run_1/met1.png
Drawn at 4 px/um. Supply wires on this layer in grey.
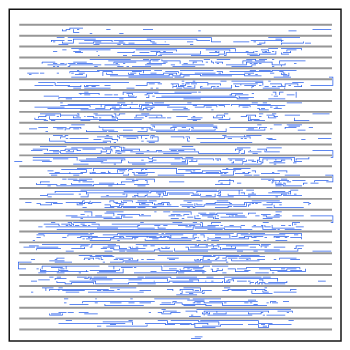
run_1/met2.png
Drawn at 3 px/um.
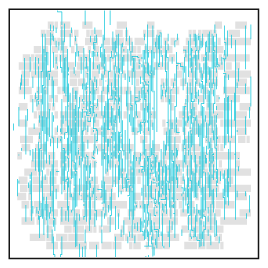
run_1/met3.png
Drawn at 4 px/um.
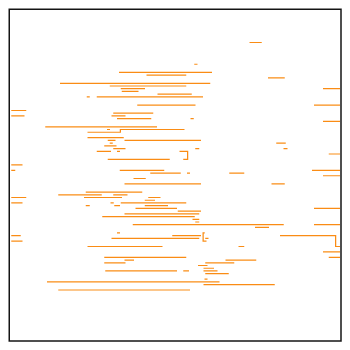
$ cat src/rtl/alu.sv
// Registered ALU: 13 arithmetic/logic ops selected by SEL; the result is produced 9 bits wide
// as {Cout,Z}, one cycle after the inputs are sampled.
module alu #(
   parameter int WIDTH = 8
) (
   input  logic             clk,
   input  logic             rst,
   input  logic [WIDTH-1:0] A,
   input  logic [WIDTH-1:0] B,
   input  logic [4:0]       SEL,
   output logic [WIDTH-1:0] Z,
   output logic             Cout
);

   localparam logic [4:0] OP_PASS_A = 5'd0;
   localparam logic [4:0] OP_PASS_B = 5'd1;
   localparam logic [4:0] OP_AND    = 5'd2;
   localparam logic [4:0] OP_OR     = 5'd3;
   localparam logic [4:0] OP_SUB    = 5'd4;
   localparam logic [4:0] OP_ADD    = 5'd5;
   localparam logic [4:0] OP_INC    = 5'd6;
   localparam logic [4:0] OP_ADD1   = 5'd7;
   localparam logic [4:0] OP_SUB1   = 5'd8;
   localparam logic [4:0] OP_XOR    = 5'd9;
   localparam logic [4:0] OP_NOT    = 5'd10;
   localparam logic [4:0] OP_SHL    = 5'd11;
   localparam logic [4:0] OP_SHR    = 5'd12;

   localparam logic [WIDTH:0] ONE = {{WIDTH{1'b0}}, 1'b1};

   logic [WIDTH:0] a_ext;
   logic [WIDTH:0] b_ext;
   logic [WIDTH:0] res;

   assign a_ext = {1'b0, A};
   assign b_ext = {1'b0, B};

   // Zero-extended operands make bit WIDTH the carry, or the borrow for subtraction.
   always_comb begin
      res = '0;
      case (SEL)
         OP_PASS_A: res = a_ext;
         OP_PASS_B: res = b_ext;
         OP_AND:    res = a_ext & b_ext;
         OP_OR:     res = a_ext | b_ext;
         OP_SUB:    res = a_ext - b_ext;
         OP_ADD:    res = a_ext + b_ext;
         OP_INC:    res = a_ext + ONE;
         OP_ADD1:   res = a_ext + b_ext + ONE;
         OP_SUB1:   res = a_ext - b_ext - ONE;
         OP_XOR:    res = a_ext ^ b_ext;
         OP_NOT:    res = {1'b0, ~A};
         OP_SHL:    res = {A, 1'b0};
         OP_SHR:    res = {A[0], 1'b0, A[WIDTH-1:1]};
         default:   res = '0;
      endcase
   end

   always_ff @(posedge clk or posedge rst) begin
      if (rst) begin
         Z    <= '0;
         Cout <= 1'b0;
      end else begin
         Z    <= res[WIDTH-1:0];
         Cout <= res[WIDTH];
      end
   end

endmodule

$ cat config.mk
export PLATFORM = sky130hd
export DESIGN_NAME = alu
export DESIGN_NICKNAME = d
export VERILOG_FILES = /design/src/rtl/alu.sv
export SDC_FILE = /design/constraint.sdc
export NUM_CORES = 1
export LEC_CHECK = 0
export ABC_AREA = 1
export CAP_MARGIN = 20
export CORE_MARGIN = 2
export CORE_UTILIZATION = 40
export CTS_CLUSTER_SIZE = 20
export DETAILED_ROUTE_END_ITERATION = 6
export SETUP_SLACK_MARGIN = 0.02
export SYNTH_ARGS = -nofsm -noshare
export SYNTH_HDL_FRONTEND = slang
export SYNTH_SLANG_ARGS = --single-unit
export TNS_END_PERCENT = 1
$ cat constraint.sdc
create_clock -name clk -period 1 [get_ports clk]
set_clock_uncertainty 0.2 [all_clocks]
set_input_delay 0.15 -clock clk [delete_from_list [all_inputs] [get_ports clk]]
set_output_delay 0.15 -clock clk [all_outputs]
set_load 0.01 [all_outputs]
==> flow_summary.html, run 1 <==
<h2>Implementation results</h2>
<table>
<tr><th>Metric</th><th>Value</th></tr>
<tr><th colspan="2">Outcome</th></tr>
<tr><td>Result of the run</td><td>finished with violations</td></tr>
<tr><td>Failing checks</td><td>negative hold slack, negative setup slack</td></tr>
<tr><th colspan="2">Detailed routing</th></tr>
<tr><td>Post-detailed-route DRC marker count</td><td>0</td></tr>
<tr><td>Vias per cell</td><td>5.38</td></tr>
<tr><th colspan="2">STA</th></tr>
<tr><td>Period utilization</td><td>215%</td></tr>
<tr><td>Final number of max-transition violations</td><td>0</td></tr>
<tr><td>Worst Setup Slack, final</td><td>-1.15 ns</td></tr>
<tr><td>Final setup violation count</td><td>18</td></tr>
<tr><td>Hold_ws</td><td>-0.00398 ns</td></tr>
<tr><td>Final number of hold-violating endpoints</td><td>9</td></tr>
<tr><td>Worst slew pin tran</td><td>0.369 ns</td></tr>
<tr><th colspan="2">Power and ir drop</th></tr>
<tr><td>Post-layout total power</td><td>2.74 mW</td></tr>
<tr><td>Peak ir drop on the vdd network</td><td>0.722 mV</td></tr>
<tr><td>Power per standard cell area</td><td>675 nW/um2</td></tr>
<tr><th colspan="2">Layout</th></tr>
<tr><td>Number of clock-tree buffers in the layout</td><td>4</td></tr>
<tr><td>Footprint of the multi-input gates</td><td>2200 um2</td></tr>
<tr><td>Number of flip-flops and latches</td><td>9</td></tr>
<tr><th colspan="2">Setup path</th></tr>
<tr><td>Endpoint kind of the worst setup timing path</td><td>flop</td></tr>
<tr><th colspan="2">Clock network</th></tr>
<tr><td>Cts bufs inserted</td><td>3</td></tr>
<tr><td>Number of clock sinks</td><td>9</td></tr>
<tr><th colspan="2">Flow run</th></tr>
<tr><td># Max-Cap Violations</td><td>0</td></tr>
<tr><th colspan="2">Logic synthesis</th></tr>
<tr><td>Portion of synthesized cell area occupied by the leading cell type</td><td>17.0%</td></tr>
</table>
-- met1.png (at the start) --
The longest straight run is 40.9 um. 556 nets have wire on it.
final routed wirelength across all metal layers: 9840 um
global-route met1 utilization: 37.5%
routed vias: 3459

-- met2.png (at the start) --
The longest straight run is 59.8 um. The layer holds 46% of the routed length. The wires run mostly vertical. The layer carries 4510 um of wire.
fraction of met2 tracks used by global routing: 52.1%

-- met3.png (at the start) --
The longest straight run is 42.8 um. 79 nets have wire on it.
met3 track demand over resource in global routing: 3.48%

run 1: critical path: stages:
cell and delay, ns:
buf_8 0.09, ha_4 0.13, inv_2 0.03, fa_1 0.53, inv_2 0.10, nand3_2 0.08, nand2_2 0.08, ha_2 0.17
inv_2 0.05, nor2_4 0.13, nand3_4 0.11, nor2_4 0.17, nand2_1 0.07, nand2_1 0.09, nand3_2 0.08
run 1: cells in the final DEF, fill, tap and decap left out, drive strengths merged, types with 3 or more instances in the layout:
master	netlist	routed
o2111ai	5	5
nand2	123	123
dlygate4sd2	0	8
nor3	4	4
inv	69	69
nor2	43	43
dfrtp	9	9
clkdlybuf4s50	0	7
ha	27	27
nand3	55	55
a21oi	13	13
o21ai	12	12
nand4	17	17
buf	6	133
clkbuf	0	5
o22ai	12	12
a221oi	3	3
==> run 2, diff against run 1 <==
--- a/config.mk
+++ b/config.mk
@@ -7,10 +7,12 @@
 export LEC_CHECK = 0
 export ABC_AREA = 1
 export CAP_MARGIN = 20
-export CORE_MARGIN = 2
-export CORE_UTILIZATION = 40
+export CORE_MARGIN = 5
+export CORE_UTILIZATION = 62
 export CTS_CLUSTER_SIZE = 20
 export DETAILED_ROUTE_END_ITERATION = 6
+export GPL_TIMING_DRIVEN = 0
+export PLACE_DENSITY = 0.88
 export SETUP_SLACK_MARGIN = 0.02
 export SYNTH_ARGS = -nofsm -noshare
 export SYNTH_HDL_FRONTEND = slang
==> flow_summary.html, run 2 <==
<h2>Implementation results</h2>
<table>
<tr><th>Metric</th><th>Value</th></tr>
<tr><th colspan="2">Outcome</th></tr>
<tr><td>Result of the run</td><td>finished with violations</td></tr>
<tr><td>Failing checks</td><td>design-rule violations, negative hold slack, negative setup slack</td></tr>
<tr><th colspan="2">STA</th></tr>
<tr><td>Final number of hold-violating endpoints</td><td>9</td></tr>
<tr><td>Worst slew pin tran</td><td>0.574 ns</td></tr>
<tr><td>Worst Setup Slack, final</td><td>-1.14 ns</td></tr>
<tr><td>Final setup violation count</td><td>18</td></tr>
<tr><td>Period utilization</td><td>214%</td></tr>
<tr><td>Final number of max-transition violations</td><td>0</td></tr>
<tr><td>Hold_ws</td><td>-0.0252 ns</td></tr>
<tr><th colspan="2">Layout</th></tr>
<tr><td>Number of flip-flops and latches</td><td>9</td></tr>
<tr><td>Number of clock-tree buffers in the layout</td><td>4</td></tr>
<tr><td>Most frequent logic cell in the layout</td><td>nand2_1</td></tr>
<tr><td>Ant diodes</td><td>0</td></tr>
<tr><td>Number of flip-flops under the largest register name</td><td>8</td></tr>
<tr><td>Number of fill cells</td><td>276</td></tr>
<tr><td>Footprint of the multi-input gates</td><td>2220 um2</td></tr>
<tr><td>Commonest cells after routing, fill and taps aside</td><td>nand2_1, inv_1, nand3_1</td></tr>
<tr><th colspan="2">Clock network</th></tr>
<tr><td>Number of clock sinks</td><td>9</td></tr>
<tr><td>Cts bufs inserted</td><td>3</td></tr>
<tr><th colspan="2">Flow run</th></tr>
<tr><td>Tally of OpenROAD warnings</td><td>47</td></tr>
<tr><td># Max-Cap Violations</td><td>0</td></tr>
<tr><th colspan="2">Setup path</th></tr>
<tr><td>Endpoint kind of the worst setup timing path</td><td>flop</td></tr>
<tr><td>Biggest cell delay along the critical path</td><td>0.39 ns</td></tr>
<tr><td>CP cell instances</td><td>buf_12 -&gt; clkinv_8 -&gt; ha_4 -&gt; inv_4 -&gt; fa_2 -&gt; or2_1 -&gt; nand2_2 -&gt; nor2_4 -&gt; o21ai_1 -&gt; nand4_1 -&gt; nor4_2 -&gt; nand2_1</td></tr>
<tr><td>Crit path DAT</td><td>2.05 ns</td></tr>
<tr><td>CP max-delay cell</td><td>fa_2</td></tr>
<tr><th colspan="2">Detailed routing</th></tr>
<tr><td>Vias per cell</td><td>6.41</td></tr>
<tr><td>Post-detailed-route DRC marker count</td><td>7</td></tr>
<tr><th colspan="2">Power and ir drop</th></tr>
<tr><td>Post-layout total power</td><td>2.46 mW</td></tr>
<tr><td>Power per standard cell area</td><td>744 nW/um2</td></tr>
<tr><td>Peak ir drop on the vdd network</td><td>0.371 mV</td></tr>
<tr><td>Combinational logic power</td><td>1.60 mW</td></tr>
<tr><td>Switching Fraction</td><td>47.7%</td></tr>
<tr><td>Portion of total power attributed to sequential cells</td><td>16.9%</td></tr>
<tr><th colspan="2">Placement</th></tr>
<tr><td>Number of buffers added on ports</td><td>31</td></tr>
<tr><td>Post-placement cell area</td><td>2870 um2</td></tr>
<tr><th colspan="2">Logic synthesis</th></tr>
<tr><td>Yosys top cell by area</td><td>nand2_1</td></tr>
<tr><td>Portion of synthesized cell area occupied by the leading cell type</td><td>17.0%</td></tr>
<tr><td>Total cell area reported by yosys after synthesis</td><td>2470 um2</td></tr>
<tr><td>Yosys stat cell total</td><td>417</td></tr>
<tr><th colspan="2">Global route</th></tr>
<tr><td>Total routing usage reported by global routing</td><td>33.1%</td></tr>
<tr><td>Number of antenna violations at the first check in global routing</td><td>0</td></tr>
</table>
[run 2: cell types whose count changed in the layout (fill, tap and decap cells not counted), sizes merged]
cell           change
clkdlybuf4s15      +1
clkdlybuf4s50      -5
dlymetal6s2s       -2
buf               -90
clkinv             +1
inv                -1
[run 2: worst max-delay path: cells and delay by family]
family / cells / cell delay [ns]
AND/OR/NAND/NOR: 6 / 1.03
adder cells (fa/ha/maj): 2 / 0.51
buffers and inverters: 3 / 0.19
AND-OR/OR-AND: 1 / 0.15
[run 2: timing repair]
item	in CTS	in global routing
gates cloned	1	0
pin swaps	32	20
setup endpoints to repair	18	18
buffers inserted	12	7
endpoints found under the hold margin	9	0
resized	162	23
run_2/met2.png
Drawn at 4 px/um.
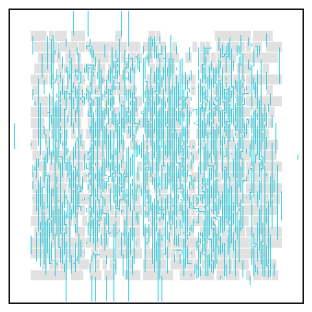
The longest straight run is 39.4 um. The layer carries 4070 um of wire. The wires run mostly vertical.
fraction of met2 tracks used by global routing: 55.3%
routed vias: 3347

run_2/met3.png
Drawn at 4 px/um.
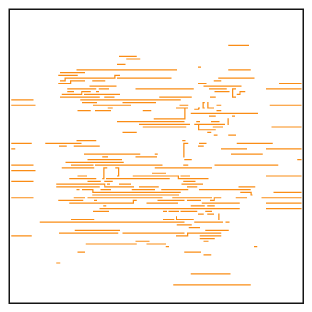
The wires run mostly horizontal. The longest straight run is 35.9 um.
final routed wirelength across all metal layers: 9150 um
met3 track demand over resource in global routing: 3.03%

run_2/met1.png
Drawn at 4 px/um. Supply wires on this layer in grey.
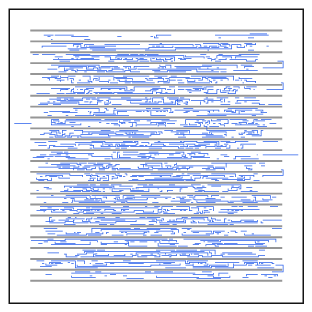
The layer holds 38% of the routed length. The layer carries 3510 um of wire. The wires run mostly horizontal. The longest straight run is 30.8 um.
global-route met1 utilization: 41.9%

==> run 3, diff against run 2 <==
--- a/config.mk
+++ b/config.mk
@@ -8,11 +8,11 @@
 export ABC_AREA = 1
 export CAP_MARGIN = 20
 export CORE_MARGIN = 5
-export CORE_UTILIZATION = 62
+export CORE_UTILIZATION = 52
 export CTS_CLUSTER_SIZE = 20
 export DETAILED_ROUTE_END_ITERATION = 6
 export GPL_TIMING_DRIVEN = 0
-export PLACE_DENSITY = 0.88
+export PLACE_DENSITY = 0.76
 export SETUP_SLACK_MARGIN = 0.02
 export SYNTH_ARGS = -nofsm -noshare
 export SYNTH_HDL_FRONTEND = slang
==> flow_summary.html, run 3 <==
<h2>Implementation results</h2>
<table>
<tr><th>Metric</th><th>Value</th></tr>
<tr><th colspan="2">Outcome</th></tr>
<tr><td>Result of the run</td><td>finished with violations</td></tr>
<tr><td>Failing checks</td><td>negative hold slack, negative setup slack</td></tr>
<tr><th colspan="2">STA</th></tr>
<tr><td>Final number of hold-violating endpoints</td><td>9</td></tr>
<tr><td>Worst Setup Slack, final</td><td>-1.09 ns</td></tr>
<tr><td>Hold_ws</td><td>-0.0152 ns</td></tr>
<tr><td>Worst slew pin tran</td><td>0.503 ns</td></tr>
<tr><td>Final setup violation count</td><td>18</td></tr>
<tr><td>Period utilization</td><td>209%</td></tr>
<tr><th colspan="2">Detailed routing</th></tr>
<tr><td>Post-detailed-route DRC marker count</td><td>0</td></tr>
<tr><td>Vias per cell</td><td>5.83</td></tr>
<tr><th colspan="2">Power and ir drop</th></tr>
<tr><td>Post-layout total power</td><td>2.36 mW</td></tr>
<tr><td>Power per standard cell area</td><td>712 nW/um2</td></tr>
<tr><td>Peak ir drop on the vdd network</td><td>0.417 mV</td></tr>
<tr><th colspan="2">Clock network</th></tr>
<tr><td>Setup bufs post-CTS</td><td>11</td></tr>
<tr><td>Number of resized instances in the post-cts repair step</td><td>136</td></tr>
<tr><td>Cts bufs inserted</td><td>3</td></tr>
<tr><th colspan="2">Global route</th></tr>
<tr><td>Met3 track demand over resource in global routing</td><td>3.63%</td></tr>
<tr><td>Global-route met1 utilization</td><td>35.2%</td></tr>
<tr><td>Number of antenna violations at the first check in global routing</td><td>0</td></tr>
<tr><td>Total routing usage reported by global routing</td><td>27.1%</td></tr>
<tr><th colspan="2">Setup path</th></tr>
<tr><td>Crit path max-delay family</td><td>adder cells</td></tr>
<tr><td>Endpoint kind of the worst setup timing path</td><td>flop</td></tr>
<tr><td>CP max-delay cell</td><td>fa_2</td></tr>
<tr><td>CP cell instances</td><td>buf_12 -&gt; clkinv_8 -&gt; ha_4 -&gt; inv_4 -&gt; fa_2 -&gt; inv_2 -&gt; ha_4 -&gt; inv_2 -&gt; nor2_4 -&gt; o21ai_1 -&gt; nand4_1 -&gt; nor4_2 -&gt; nand2_1</td></tr>
<tr><td>Crit path buffers/inverters</td><td>5</td></tr>
<tr><th colspan="2">Placement</th></tr>
<tr><td>Post-placement cell area</td><td>2880 um2</td></tr>
<tr><td>Number of buffers added on ports</td><td>31</td></tr>
<tr><th colspan="2">Layout</th></tr>
<tr><td>Number of clock-tree buffers in the layout</td><td>4</td></tr>
<tr><td>Footprint of the multi-input gates</td><td>2230 um2</td></tr>
<tr><td>Number of flip-flops and latches</td><td>9</td></tr>
<tr><td>Commonest cells after routing, fill and taps aside</td><td>nand2_1, inv_1, nand3_1</td></tr>
<tr><td>Number of flip-flops under the largest register name</td><td>8</td></tr>
<tr><th colspan="2">Logic synthesis</th></tr>
<tr><td>Yosys top cell by area</td><td>nand2_1</td></tr>
<tr><th colspan="2">Flow run</th></tr>
<tr><td>Tally of OpenROAD warnings</td><td>47</td></tr>
<tr><td># Max-Cap Violations</td><td>0</td></tr>
</table>
[run 3: metal layers]
| metal | vias to the layer above | part of all wire [%] |
|---|---|---|
| met3 | 33 | 9.2 |
| li1 | 1499 | - |
| met2 | 160 | 46 |
| met5 | - | 0 |
| met4 | 0 | 3.4 |
| met1 | 1386 | 41 |
[run 3: report_power, final]
part | total (mW) | internal, mW | switching [mW]
Combinational | 1.53 | 0.586 | 0.945
Sequential | 0.414 | 0.406 | 0.00849
Clock | 0.414 | 0.277 | 0.137
Total | 2.36 | 1.27 | 1.09
[run 3: path summary, 6_finish.rpt]
kind | from | to | slack [ns] | cells after the start
setup / recovery | A[0] | Z[2] | -1.09 | 13
hold / removal | rst | Z[4] | -0.02 | 2
max in group asynchronous | rst | Z[6] | 0.37 | 2
min in group clk | B[1] | Z[1] | 0.08 | 3
run_3/final_placement.png
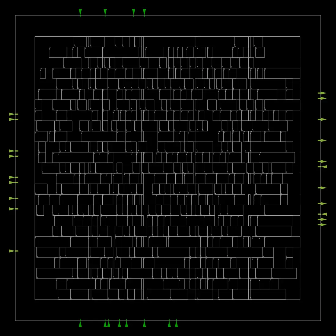
final instance count without filler cells: 528
core footprint: 4660 um2
tapcell count: 54
number of fill cells: 393

run_3/met4.png
Drawn at 4 px/um. Supply wires on this layer in grey.
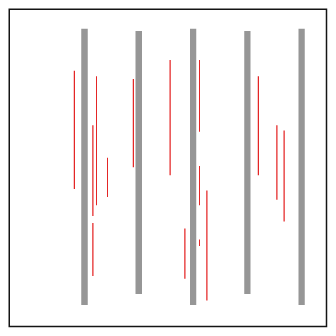
The longest straight run is 32.0 um. The wires run mostly vertical.
routed vias: 3078
final routed wirelength across all metal layers: 8580 um

run_3/met2.png
Drawn at 4 px/um.
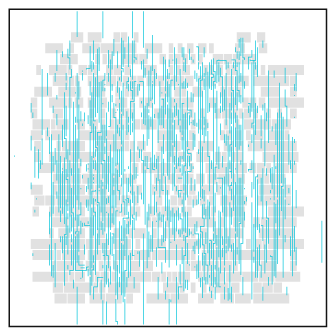
The layer holds 46% of the routed length. The layer carries 3950 um of wire.
fraction of met2 tracks used by global routing: 44.1%

Power is estimated from default activity; no workload was simulated.
